<file path="config.mk">
export PLATFORM = sky130hd
export DESIGN_NAME = mem_arbiter
export DESIGN_NICKNAME = d
export VERILOG_FILES = /design/src/rtl/mem_arb_pkg.sv /design/src/rtl/mem_arbiter_rr_pick2.sv /design/src/rtl/mem_arbiter.sv
export SDC_FILE = /design/constraint.sdc
export NUM_CORES = 1
export LEC_CHECK = 0
export CORE_AREA = 3 3 290 292
export DETAILED_ROUTE_END_ITERATION = 8
export DIE_AREA = 0 0 293 295
export SLEW_MARGIN = 40
export SYNTH_ARGS = -nofsm -noshare
export SYNTH_HDL_FRONTEND = slang
export SYNTH_SLANG_ARGS = --single-unit
export TNS_END_PERCENT = 10
</file>
<file path="constraint.sdc">
create_clock -name clock -period 17.5 [get_ports clock]
set_input_delay 4.375 -clock clock [delete_from_list [all_inputs] [get_ports clock]]
set_output_delay 4.375 -clock clock [all_outputs]
set_load 0.05 [all_outputs]
</file>
<file path="src/rtl/mem_arb_pkg.sv">
// Shared types for the I/D main-memory arbiter.
// FSM states and grant identifiers.
package mem_arb_pkg;

  typedef enum logic [2:0] {
    IDLE,
    BUSY_I,
    BUSY_D,
    RESP_I,
    RESP_D
  } arb_state_t;

  typedef enum logic {
    GRANT_I,
    GRANT_D
  } grant_t;

endpackage

</file>
<file path="src/rtl/mem_arbiter_rr_pick2.sv">
// Two-way round-robin picker for the memory arbiter.
// On a tie the side opposite last_grant wins.
module rr_pick2
  import mem_arb_pkg::*;
(
  input  logic   req_i,
  input  logic   req_d,
  input  grant_t last_grant,
  output grant_t grant,
  output logic   valid
);

  // Pick a requester; ties rotate away from the last winner
  always_comb begin
    grant = GRANT_I;
    valid = req_i | req_d;
    unique case (1'b1)
      (req_i & req_d):
        grant = (last_grant == GRANT_I) ? GRANT_D : GRANT_I;
      (req_d & ~req_i):
        grant = GRANT_D;
      default:
        grant = GRANT_I;
    endcase
  end

endmodule

</file>
<file path="src/rtl/mem_arbiter.sv">
// Shares the main-memory port between I-cache and D-cache.
// Serialises transactions, round-robin on ties, watchdog on hangs.
module mem_arbiter
  import mem_arb_pkg::*;
#(
  parameter int ADDR_W  = 32,
  parameter int LINE_W  = 128,
  parameter int TIMEOUT = 255
) (
  input  logic              clock,
  input  logic              reset,
  input  logic              ic_req,
  input  logic [ADDR_W-1:0] ic_addr,
  output logic              ic_ready,
  output logic [LINE_W-1:0] ic_rdata,
  input  logic              dc_req,
  input  logic              dc_we,
  input  logic [ADDR_W-1:0] dc_addr,
  input  logic [LINE_W-1:0] dc_wdata,
  output logic              dc_ready,
  output logic [LINE_W-1:0] dc_rdata,
  output logic              mem_req,
  output logic              mem_we,
  output logic [ADDR_W-1:0] mem_addr,
  output logic [LINE_W-1:0] mem_wdata,
  input  logic              mem_ready,
  input  logic [LINE_W-1:0] mem_rdata,
  output logic              busy,
  output logic              timeout_err
);

  localparam int CW = $clog2(TIMEOUT + 1);

  arb_state_t    state;
  arb_state_t    state_n;
  grant_t        last_grant;
  grant_t        pick;
  logic          pick_valid;
  logic          grant;
  logic          op_we;
  logic          we_n;
  logic          in_busy;
  logic          expire;
  logic [CW-1:0] wd_cnt;

  rr_pick2 u_pick (
    .req_i      (ic_req),
    .req_d      (dc_req),
    .last_grant (last_grant),
    .grant      (pick),
    .valid      (pick_valid)
  );

  assign grant   = (state == IDLE) && pick_valid;
  assign in_busy = (state == BUSY_I) || (state == BUSY_D);
  assign expire  = (wd_cnt == CW'(TIMEOUT - 1));
  assign we_n    = grant ? dc_we : op_we;

  // Next-state: grant from IDLE, finish on ready or watchdog
  always_comb begin
    state_n = state;
    unique case (state)
      IDLE:
        if (pick_valid)
          state_n = (pick == GRANT_D) ? BUSY_D : BUSY_I;
      BUSY_I:
        if (mem_ready || expire) state_n = RESP_I;
      BUSY_D:
        if (mem_ready || expire) state_n = RESP_D;
      RESP_I,
      RESP_D:
        state_n = IDLE;
      default:
        state_n = IDLE;
    endcase
  end

  // State, registered strobes and grant history
  always_ff @(posedge clock or posedge reset) begin
    if (reset) begin
      state      <= IDLE;
      last_grant <= GRANT_I;
      mem_req    <= 1'b0;
      mem_we     <= 1'b0;
      ic_ready   <= 1'b0;
      dc_ready   <= 1'b0;
      busy       <= 1'b0;
    end else begin
      state    <= state_n;
      mem_req  <= (state_n == BUSY_I) || (state_n == BUSY_D);
      mem_we   <= (state_n == BUSY_D) && we_n;
      ic_ready <= (state_n == RESP_I);
      dc_ready <= (state_n == RESP_D);
      busy     <= (state_n != IDLE);
      if (grant) last_grant <= pick;
    end
  end

  // Latch the granted transaction onto the memory port
  always_ff @(posedge clock or posedge reset) begin
    if (reset) begin
      mem_addr  <= '0;
      mem_wdata <= '0;
      op_we     <= 1'b0;
    end else if (grant) begin
      if (pick == GRANT_D) begin
        mem_addr  <= dc_addr;
        mem_wdata <= dc_wdata;
        op_we     <= dc_we;
      end else begin
        mem_addr  <= ic_addr;
        mem_wdata <= '0;
        op_we     <= 1'b0;
      end
    end
  end

  // Watchdog counts BUSY cycles; sticky error on expiry
  always_ff @(posedge clock or posedge reset) begin
    if (reset) begin
      wd_cnt      <= '0;
      timeout_err <= 1'b0;
    end else begin
      if (grant)
        wd_cnt <= '0;
      else if (in_busy)
        wd_cnt <= wd_cnt + CW'(1);
      if (in_busy && !mem_ready && expire)
        timeout_err <= 1'b1;
    end
  end

  // Capture returned lines on completed reads only
  always_ff @(posedge clock or posedge reset) begin
    if (reset) begin
      ic_rdata <= '0;
      dc_rdata <= '0;
    end else begin
      if (state == BUSY_I && mem_ready)
        ic_rdata <= mem_rdata;
      if (state == BUSY_D && mem_ready && !op_we)
        dc_rdata <= mem_rdata;
    end
  end

endmodule

</file>
==> run summary <==
Flow results.

- In the post-synthesis netlist, the biggest area contributors are sky130_fd_sc_hd__dfrtp_1 65%, sky130_fd_sc_hd__mux2_1 9.3%, sky130_fd_sc_hd__mux2_4 8.9%.
- Data on the critical path is required at its endpoint by 17.95 ns.
- The routability congestion estimate from global placement is 0.8018.
- Yosys mapped a number of flops with a built-in enable equal to 0.
- The share of synthesized registers carrying an async set or reset is 1.000.
- The total overflow reported by the global router is 0.
- Once synthesis finished, the tally of register bits stood at 435.
- The run finished with clean final reports.
- The signal on the critical path passes through clkdlybuf4s50_1 > and3_4 > buf_4 > buf_6 > mux2_1.
- Setup repair after global routing left no endpoint under its margin.
- In the post-synthesis netlist, the cell with the most instances is sky130_fd_sc_hd__dfrtp_1.
- The CTS H-tree depth is 2.
- As reported, the later end of the worst-skew pair has a clock insertion delay of 0.60 ns.
- The part of the Yosys area used for sequential elements is 0.6454.
- The maximum clock path buffer count is 3.
- The share of the clock period used by the worst path after layout is 0.3889.
- In this run the maximum-capacitance check reported violations numbering 0.
- The chip occupies 86440 um^2.
- Timing would allow up to 0.1469 GHz.
- Per the repair_timing log after CTS, setup buffers inserted total 0.
- The share of total power dissipated in combinational logic is 0.554.
- The final timing report derives a shortest allowable period of 6.806 ns.
- The netlist uses 42 different library cells.
- Gates resized during post-CTS repair numbered 0.
- Headroom to the max-slew limit came out at 0.4444.
- In the final design database the tool counted 2132 nets.
- The commonest register cell is sky130_fd_sc_hd__dfrtp_1.
- The combined buffer and inverter count along the critical path is 3.
- The core utilization at floorplan is 0.2061.
- The first global-routing pass estimated 89980 um of wire.
- The initial antenna violation count is 15.
- Of the post-synthesis cell area, the dominant cell type holds 0.6454.
- The min-delay analysis places its worst path in the category flop to flop.
- The adder-cell area share of the yosys netlist is 0.001484.
- The final number of setup-violating endpoints is 0.
- The transition time recorded at the tightest slew-check pin is 0.8309 ns.
- Of the total synthesized cell area, the portion taken by AND, OR, NAND and NOR gates is 0.01328.
- The tree is rooted in a sky130_fd_sc_hd__clkbuf_16.
- In this run the cell area of the synthesized design comes to 16860 um^2.
- The final count of pins violating max slew is 0.
- In this run the horizontal extent of the chip is 293 um.
- The script computed the net switching share of total power as 0.4682.
- The power of the sequential group is 1.75 mW.
- Setup slack on the critical path of the routed design comes to 10.69 ns.
- Hold repair after CTS inserted 0 buffers.
- The worst clock skew is 0.02032 ns.
- The commonest cells after synthesis are 435 x sky130_fd_sc_hd__dfrtp_1, 140 x sky130_fd_sc_hd__mux2_1, 128 x sky130_fd_sc_hd__a22o_1.
- Counting every net in the synthesized netlist gives 1389.
- Entering global routing, the biggest net connects 149 pins.
- The clock group share of total power is 0.177.
- The net switching power in the latest report is 3.044 mW.
- In the Yosys report the total cell count is 1061.
- The largest part of the power goes to combinational cells.
- Counting the buffers created by CTS gives 51.
- For this block, the routed nets add up to 61820 um of wire.
- The report shows a maximum critical-path fanout of 54.
- The total number of vias is 12070.
- The final timing report lists a hold violation count of 0.
- The internal power of the cells is 3.457 mW.
- The fraction of the mapped netlist area in compound gates is 0.09548.
registers in the layout (all words and copies together) (netlist names), 3 cells and up:
register   count
wd_cnt         8
dc_rdata     128
mem_wdata    128
mem_addr      32
ic_rdata     128
state          3
layer usage:
| layer | wire length (um) | vias up | part of all wire | GRT usage |
|---|---|---|---|---|
| met1 | 21390 | 5949 | 0.35 | 0.1396 |
| li1 | - | 5404 | - | - |
| met4 | 2970 | 6 | 0.048 | 0.06202 |
| met3 | 5847 | 135 | 0.095 | 0.05454 |
| met5 | 34 | - | 0.00055 | 0 |
| met2 | 31580 | 577 | 0.51 | 0.2481 |
worst paths after layout:
path / depth (start not counted) / to / from / slack, ns
worst max-delay path: 5 / ic_rdata[54] / mem_ready / 10.69
worst min-delay path: 2 / timeout_err / timeout_err / 0.47
worst max register to register: 5 / ic_rdata[54] / state[1] / 14.28
worst min register to register: 2 / timeout_err / timeout_err / 0.47
max in group asynchronous: 5 / dc_rdata[38] / reset / 11.72
min in group asynchronous: 2 / mem_addr[5] / reset / 4.13
stage by stage:
stage               power [mW]  utilization  cells  cell area [um^2]  hold slack [ns]
global route             6.781       0.3337   2918             27310           0.5040
detailed placement       5.396       0.3103   2818             25390           0.4633
global placement         5.343       0.3097   2817             25350           0.4528
CTS                      6.585       0.3326   2914             27220           0.4775
floorplan                4.066            -   1061             16860           0.4424
finish                   6.502       0.3338   2922             27320           0.4744
final cells by class:
class / count / area, um^2
Antenna cell: 5 / 12.51
Clock buffer: 69 / 1424
Clock inverter: 27 / 405.4
Fill cell: 7940 / 54530
Inverter: 4 / 22.52
Multi-Input combinational cell: 547 / 5514
Sequential cell: 435 / 10890
Tap cell: 1070 / 1339
Timing Repair Buffer: 765 / 7716
Figure 1. Placement view.
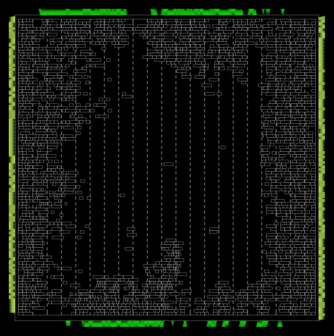
placeable core region: 81850 um^2
site row count: 105
FFs & Latches: 435
tap cell count: 1070
final core utilization: 0.3338

Figure 2. Selected gate families.
Scale bar: 100 um.
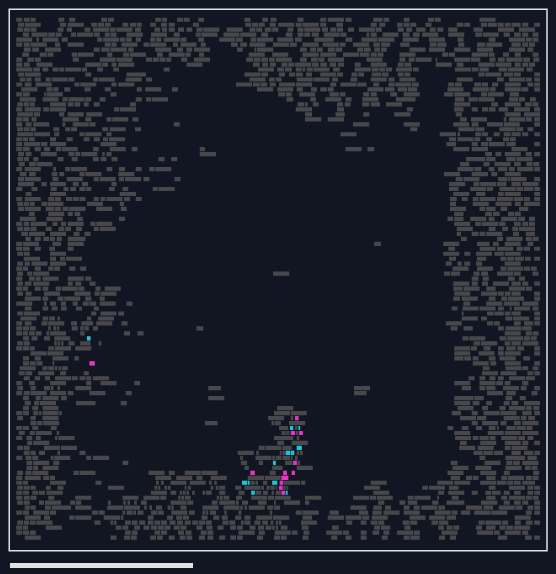
legend:
  nand cells:
    colour: cyan
    cells: 12
    where: bottom centre
  and/or cells:
    colour: magenta
    cells: 12
    where: bottom centre
commonest non-fill, non-tap cell in the layout: sky130_fd_sc_hd__clkdlybuf4s50_1
combinational share of cell area: 0.2018

Figure 3. Port wiring.
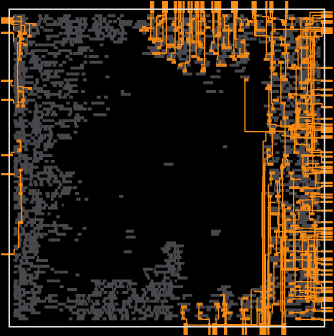
legend:
  `mem_rdata`:
    colour: orange
    direction: input
    edge: 58 right, 39 top, 21 bottom, 10 left
    end_cells: 256
    buffers: 128
    wire: 7910 um
num ports: 748
quantity of I/O buffers inserted on ports: 747

No activity file was given, so power comes from the tool's default toggle rates.
